`config.mk`:
```
export PLATFORM = sky130hd
export DESIGN_NAME = vector_issue_sequencer_flat
export DESIGN_NICKNAME = d
export VERILOG_FILES = /design/src/rtl/vec_seq_pkg.sv /design/src/rtl/vector_issue_sequencer_if.sv /design/src/rtl/vec_elem_counter.sv /design/src/rtl/vector_issue_sequencer.sv /design/src/flat_wrapper.sv
export SDC_FILE = /design/constraint.sdc
export NUM_CORES = 1
export LEC_CHECK = 0
export CAP_MARGIN = 20
export CORE_MARGIN = 4
export CORE_UTILIZATION = 50
export CTS_CLUSTER_SIZE = 30
export DETAILED_ROUTE_END_ITERATION = 16
export PLACE_DENSITY = 0.82
export SLEW_MARGIN = 25
export SYNTH_ARGS = -nofsm -noshare
export SYNTH_HDL_FRONTEND = slang
export SYNTH_SLANG_ARGS = --single-unit
```
`constraint.sdc`:
```
create_clock -name clk -period 3.9 [get_ports clk]
set_clock_uncertainty 0.2 [all_clocks]
set_input_delay 0.975 -clock clk [delete_from_list [all_inputs] [get_ports clk]]
set_output_delay 0.975 -clock clk [all_outputs]
set_load 0.03 [all_outputs]
```
`src/rtl/vec_seq_pkg.sv`:
```
// Shared types and constants for the vector issue sequencer slice.
package vec_seq_pkg;
   localparam int ALU_CTRL_W    = 3;
   localparam int MAX_ELEMS_DEF = 8;

   typedef enum logic [1:0] {
      IDLE = 2'd0,
      EXEC = 2'd1,
      MEM  = 2'd2,
      DONE = 2'd3
   } seq_state_t;
endpackage

```
`src/rtl/vector_issue_sequencer_if.sv`:
```
// Control-unit inputs and element-datapath outputs of the vector issue sequencer.
interface vector_issue_sequencer_if #(
   parameter int MAX_ELEMS = vec_seq_pkg::MAX_ELEMS_DEF,
   parameter int IDX_W     = $clog2(MAX_ELEMS)
) ();
   logic                                issue_valid;
   logic                                vectorial;
   logic                                RegWrite;
   logic                                MemWrite;
   logic                                ResultSrc;
   logic [vec_seq_pkg::ALU_CTRL_W-1:0]  ALUControl;
   logic [IDX_W:0]                      vl;
   logic                                flush;
   logic                                mem_ack;

   logic                                stall;
   logic                                busy;
   logic                                elem_valid;
   logic [IDX_W-1:0]                    elem_idx;
   logic                                elem_we;
   logic [vec_seq_pkg::ALU_CTRL_W-1:0]  alu_ctrl_o;
   logic                                mem_req;
   logic                                mem_we;
   logic                                done;

   modport master (
      output issue_valid, vectorial, RegWrite, MemWrite, ResultSrc, ALUControl, vl, flush, mem_ack,
      input  stall, busy, elem_valid, elem_idx, elem_we, alu_ctrl_o, mem_req, mem_we, done
   );

   modport slave (
      input  issue_valid, vectorial, RegWrite, MemWrite, ResultSrc, ALUControl, vl, flush, mem_ack,
      output stall, busy, elem_valid, elem_idx, elem_we, alu_ctrl_o, mem_req, mem_we, done
   );
endinterface

```
`src/rtl/vec_elem_counter.sv`:
```
// Element index counter: clamps the vector length at load and saturates at the last element.
module vec_elem_counter #(
   parameter int MAX_ELEMS = 8,
   parameter int IDX_W     = $clog2(MAX_ELEMS)
) (
   input  logic             clk,
   input  logic             rst,
   input  logic             load,
   input  logic [IDX_W:0]   vl,
   input  logic             inc,
   output logic [IDX_W-1:0] idx,
   output logic             is_last,
   output logic             len_zero
);
   localparam logic [IDX_W:0] MAX_LEN = (IDX_W+1)'(MAX_ELEMS);

   logic [IDX_W:0]   len_q;
   logic [IDX_W:0]   len_c;
   logic [IDX_W-1:0] idx_q;

   assign len_c    = (vl > MAX_LEN) ? MAX_LEN : vl;
   assign len_zero = (vl == '0);
   assign is_last  = ({1'b0, idx_q} == (len_q - (IDX_W+1)'(1)));
   assign idx      = idx_q;

   always_ff @(posedge clk or negedge rst) begin
      if (!rst) begin
         len_q <= '0;
         idx_q <= '0;
      end else if (load) begin
         len_q <= len_c;
         idx_q <= '0;
      end else if (inc && !is_last) begin
         idx_q <= idx_q + 1'b1;
      end
   end
endmodule

```
`src/rtl/vector_issue_sequencer.sv`:
```
// Steps a decoded vector instruction through the shared ALU/memory datapath one element at a time.
//
// state | meaning
// IDLE  | no vector instruction; scalars pass with no stall
// EXEC  | issue current element (ALU op, or memory request)
// MEM   | memory request outstanding, waiting for mem_ack
// DONE  | one-cycle retire pulse, fetch released
module vector_issue_sequencer
   import vec_seq_pkg::*;
#(
   parameter int MAX_ELEMS = MAX_ELEMS_DEF,
   parameter int IDX_W     = $clog2(MAX_ELEMS)
) (
   input logic                     clk,
   input logic                     rst,
   vector_issue_sequencer_if.slave bus
);
   seq_state_t            state_q, state_d;
   logic                  regwrite_q, memwrite_q, resultsrc_q, flush_pend_q;
   logic [ALU_CTRL_W-1:0] aluctrl_q;

   logic             accept, mem_op, abandon;
   logic             cnt_load, cnt_inc, is_last, len_zero;
   logic [IDX_W-1:0] idx;

   vec_elem_counter #(.MAX_ELEMS(MAX_ELEMS), .IDX_W(IDX_W)) u_cnt (
      .clk      (clk),
      .rst      (rst),
      .load     (cnt_load),
      .vl       (bus.vl),
      .inc      (cnt_inc),
      .idx      (idx),
      .is_last  (is_last),
      .len_zero (len_zero)
   );

   assign accept  = bus.issue_valid && bus.vectorial && !bus.flush;
   assign mem_op  = memwrite_q || resultsrc_q;
   assign abandon = flush_pend_q || bus.flush;

   always_ff @(posedge clk or negedge rst) begin
      if (!rst) begin
         state_q      <= IDLE;
         regwrite_q   <= 1'b0;
         memwrite_q   <= 1'b0;
         resultsrc_q  <= 1'b0;
         aluctrl_q    <= '0;
         flush_pend_q <= 1'b0;
      end else begin
         state_q      <= state_d;
         // a flush seen while the access is outstanding is honoured only once it acks
         flush_pend_q <= (state_d == MEM) && (flush_pend_q || bus.flush);
         if (cnt_load) begin
            regwrite_q  <= bus.RegWrite;
            memwrite_q  <= bus.MemWrite;
            resultsrc_q <= bus.ResultSrc;
            aluctrl_q   <= bus.ALUControl;
         end
      end
   end

   always_comb begin
      state_d        = state_q;
      cnt_load       = 1'b0;
      cnt_inc        = 1'b0;
      bus.stall      = 1'b0;
      bus.elem_valid = 1'b0;
      bus.elem_we    = 1'b0;
      bus.mem_req    = 1'b0;
      bus.mem_we     = 1'b0;
      bus.done       = 1'b0;
      unique case (state_q)
         IDLE: begin
            if (accept) begin
               bus.stall = 1'b1;
               cnt_load  = 1'b1;
               state_d   = len_zero ? DONE : EXEC;
            end
         end
         EXEC: begin
            bus.stall = 1'b1;
            if (bus.flush) begin
               state_d = IDLE;
            end else begin
               bus.elem_valid = 1'b1;
               if (!mem_op) begin
                  bus.elem_we = regwrite_q;
                  cnt_inc     = 1'b1;
                  state_d     = is_last ? DONE : EXEC;
               end else begin
                  bus.mem_req = 1'b1;
                  bus.mem_we  = memwrite_q;
                  if (bus.mem_ack) begin
                     bus.elem_we = resultsrc_q && regwrite_q;
                     cnt_inc     = 1'b1;
                     state_d     = is_last ? DONE : EXEC;
                  end else begin
                     state_d = MEM;
                  end
               end
            end
         end
         MEM: begin
            bus.stall      = 1'b1;
            bus.elem_valid = 1'b1;
            bus.mem_req    = 1'b1;
            bus.mem_we     = memwrite_q;
            if (bus.mem_ack) begin
               bus.elem_we = resultsrc_q && regwrite_q && !abandon;
               if (abandon) begin
                  state_d = IDLE;
               end else begin
                  cnt_inc = 1'b1;
                  state_d = is_last ? DONE : EXEC;
               end
            end
         end
         DONE: begin
            bus.done = !bus.flush;
            state_d  = IDLE;
         end
         default: state_d = IDLE;
      endcase
   end

   assign bus.busy       = (state_q != IDLE);
   assign bus.elem_idx   = idx;
   assign bus.alu_ctrl_o = aluctrl_q;
endmodule
```
`src/flat_wrapper.sv`:
```
// flat-port wrapper written by rule: the top's interface ports become plain ports
module vector_issue_sequencer_flat import vec_seq_pkg::*;
#(
   parameter int MAX_ELEMS = MAX_ELEMS_DEF,
   parameter int IDX_W     = $clog2(MAX_ELEMS)
)
  (clk, rst, bus_issue_valid, bus_vectorial, bus_RegWrite, bus_MemWrite, bus_ResultSrc, bus_ALUControl, bus_vl, bus_flush, bus_mem_ack, bus_stall, bus_busy, bus_elem_valid, bus_elem_idx, bus_elem_we, bus_alu_ctrl_o, bus_mem_req, bus_mem_we, bus_done);
  vector_issue_sequencer_if #(.MAX_ELEMS(MAX_ELEMS), .IDX_W(IDX_W)) bus_i ();
  input logic clk;
  input logic rst;
  input wire logic [$bits(bus_i.issue_valid)-1:0] bus_issue_valid;
  input wire logic [$bits(bus_i.vectorial)-1:0] bus_vectorial;
  input wire logic [$bits(bus_i.RegWrite)-1:0] bus_RegWrite;
  input wire logic [$bits(bus_i.MemWrite)-1:0] bus_MemWrite;
  input wire logic [$bits(bus_i.ResultSrc)-1:0] bus_ResultSrc;
  input wire logic [$bits(bus_i.ALUControl)-1:0] bus_ALUControl;
  input wire logic [$bits(bus_i.vl)-1:0] bus_vl;
  input wire logic [$bits(bus_i.flush)-1:0] bus_flush;
  input wire logic [$bits(bus_i.mem_ack)-1:0] bus_mem_ack;
  output wire logic [$bits(bus_i.stall)-1:0] bus_stall;
  output wire logic [$bits(bus_i.busy)-1:0] bus_busy;
  output wire logic [$bits(bus_i.elem_valid)-1:0] bus_elem_valid;
  output wire logic [$bits(bus_i.elem_idx)-1:0] bus_elem_idx;
  output wire logic [$bits(bus_i.elem_we)-1:0] bus_elem_we;
  output wire logic [$bits(bus_i.alu_ctrl_o)-1:0] bus_alu_ctrl_o;
  output wire logic [$bits(bus_i.mem_req)-1:0] bus_mem_req;
  output wire logic [$bits(bus_i.mem_we)-1:0] bus_mem_we;
  output wire logic [$bits(bus_i.done)-1:0] bus_done;
  assign bus_i.issue_valid = bus_issue_valid;
  assign bus_i.vectorial = bus_vectorial;
  assign bus_i.RegWrite = bus_RegWrite;
  assign bus_i.MemWrite = bus_MemWrite;
  assign bus_i.ResultSrc = bus_ResultSrc;
  assign bus_i.ALUControl = bus_ALUControl;
  assign bus_i.vl = bus_vl;
  assign bus_i.flush = bus_flush;
  assign bus_i.mem_ack = bus_mem_ack;
  assign bus_stall = bus_i.stall;
  assign bus_busy = bus_i.busy;
  assign bus_elem_valid = bus_i.elem_valid;
  assign bus_elem_idx = bus_i.elem_idx;
  assign bus_elem_we = bus_i.elem_we;
  assign bus_alu_ctrl_o = bus_i.alu_ctrl_o;
  assign bus_mem_req = bus_i.mem_req;
  assign bus_mem_we = bus_i.mem_we;
  assign bus_done = bus_i.done;
  vector_issue_sequencer #(.MAX_ELEMS(MAX_ELEMS), .IDX_W(IDX_W)) u_core (.clk(clk), .rst(rst), .bus(bus_i));
endmodule
```
==> run_results.csv <==
group,metric,value,unit
setup_path,crit_type,"input pin to primary output",
setup_path,critical_path.startpoint,"bus_flush",
grt,grt_pass1_wl,3340,um
clock_tree,h-tree-depth,1,
logic_synthesis,ys_sh_adder,0.101,
setup_path,crit_slowest_cell,"clkdlybuf4s50_1",
job,max_cap_violations,0,
setup_path,cp_top_family,"simple AND/OR/NAND/NOR gates",
clock_tree,clk_latency,290,ps
setup_path,crit_path_start_kind,"input pin",
setup_path,regToRegEndpoint,"u_core.u_cnt.idx[2]",
setup_path,reg2regPathDepth,6,
cells_and_area,nNetsFinal,155,
logic_synthesis,common_cells,"dfrtp_1, inv_1, nand2_1",
setup_path,cpPeakStageDelay,500,ps
logic_synthesis,synthArstFlopShare,1.00,
setup_path,reg2reg_slack,1610,ps
job,tool_warnings,31,
clock_tree,ctsHoldBuffers,0,
timing,whs,311,ps
route,drtIter0Drc,18,
place,dp_slack,171,ps
logic_synthesis,synth.distinct_cells,30,
hold_path,hold_end,"u_core.regwrite_q",
logic_synthesis,edf_count,0,
run_status,status,"completed",
logic_synthesis,synth.avg_cell_area,10.2,um2
setup_path,critPathCaptureType,"primary output",
setup_path,critPathMaxFanout,5,
timing,hold_violations,0,
timing,fin_tns_setup,0,ps
logic_synthesis,ys.flops,16,
floorplanning,dieHeight,52.6,um
cells_and_area,clockNetworkAreaShare,0.0271,
timing,worst_slack,93.6,ps
route,top_layer_used,"met4",
power,pg_comb,625,uW
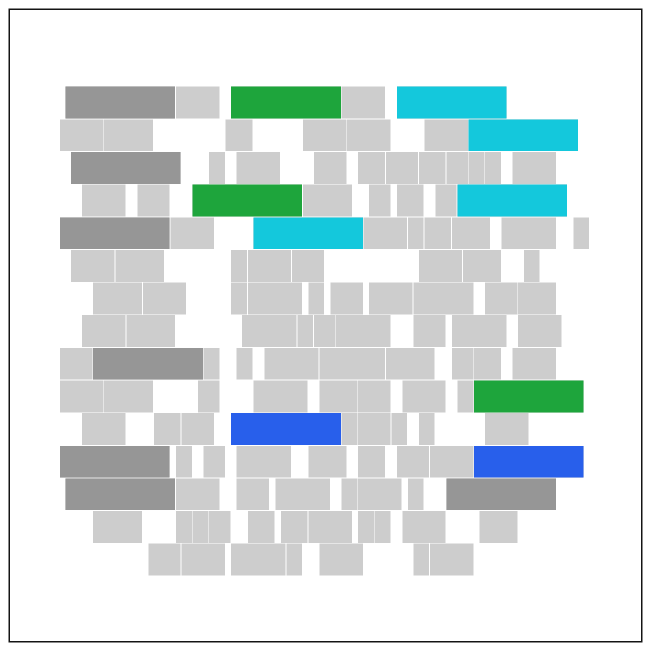
flops_by_reg.png
Scale: 12 px per um. Other sequential cells in the stronger gray, the rest of the logic in the fainter gray.
[green] `u_core.u_cnt.idx` | sequential cells: 3
[blue] `u_core.state_q` | sequential cells: 2
[cyan] `u_core.u_cnt.len_q` | sequential cells: 4 | where: north-east
not colored: 7
Seq power: 318 uW
Final Util: 0.744
register area: 400 um2

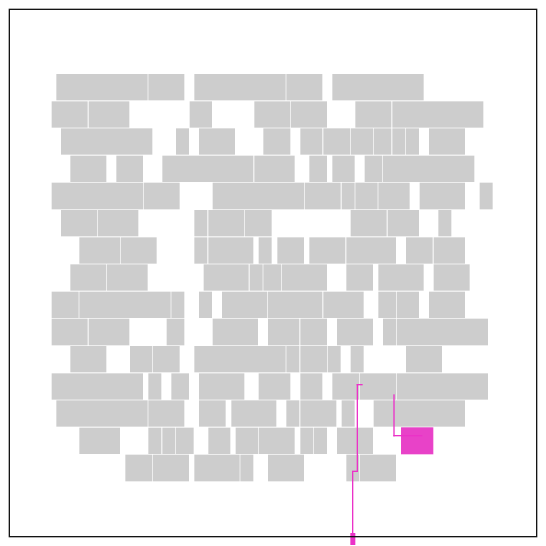
io_fan.png
Scale: 10 px per um.
[magenta] `bus_issue_valid` | bits: 1 | direction: input | edge: south | end cells: 1 | buffers: 1 | wire: 22.6 um
I/O pin cnt: 29
IO Port Bufs: 28

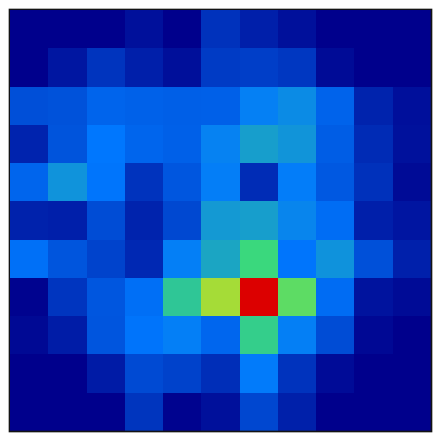
metal_density.png
Scale: 8 px per um. The die is cut into 11 by 11 equal tiles; dark blue is low, red is high, scaled to the fullest tile. Values are wire area over tile area, all layers added.
mean over tiles: 0.12
fullest tile: 0.84
nearly empty tiles: 21%
tiles over half the peak: 2.5%
densest ninth of the die: center
gr usage total: 0.166
wirelength, routed: 2080 um
DR vias: 813
WL/cell: 13.4 um

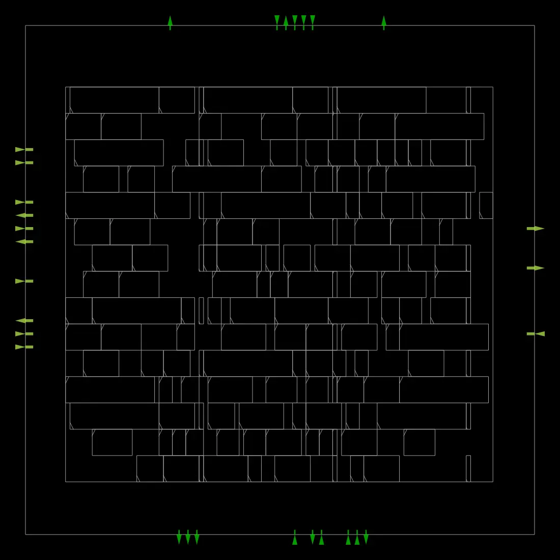
placement.png
number of tapcells: 25
row cnt: 15
CORE AREA: 1800 um2
flop count: 16

Power and IR drop assume default switching activity.
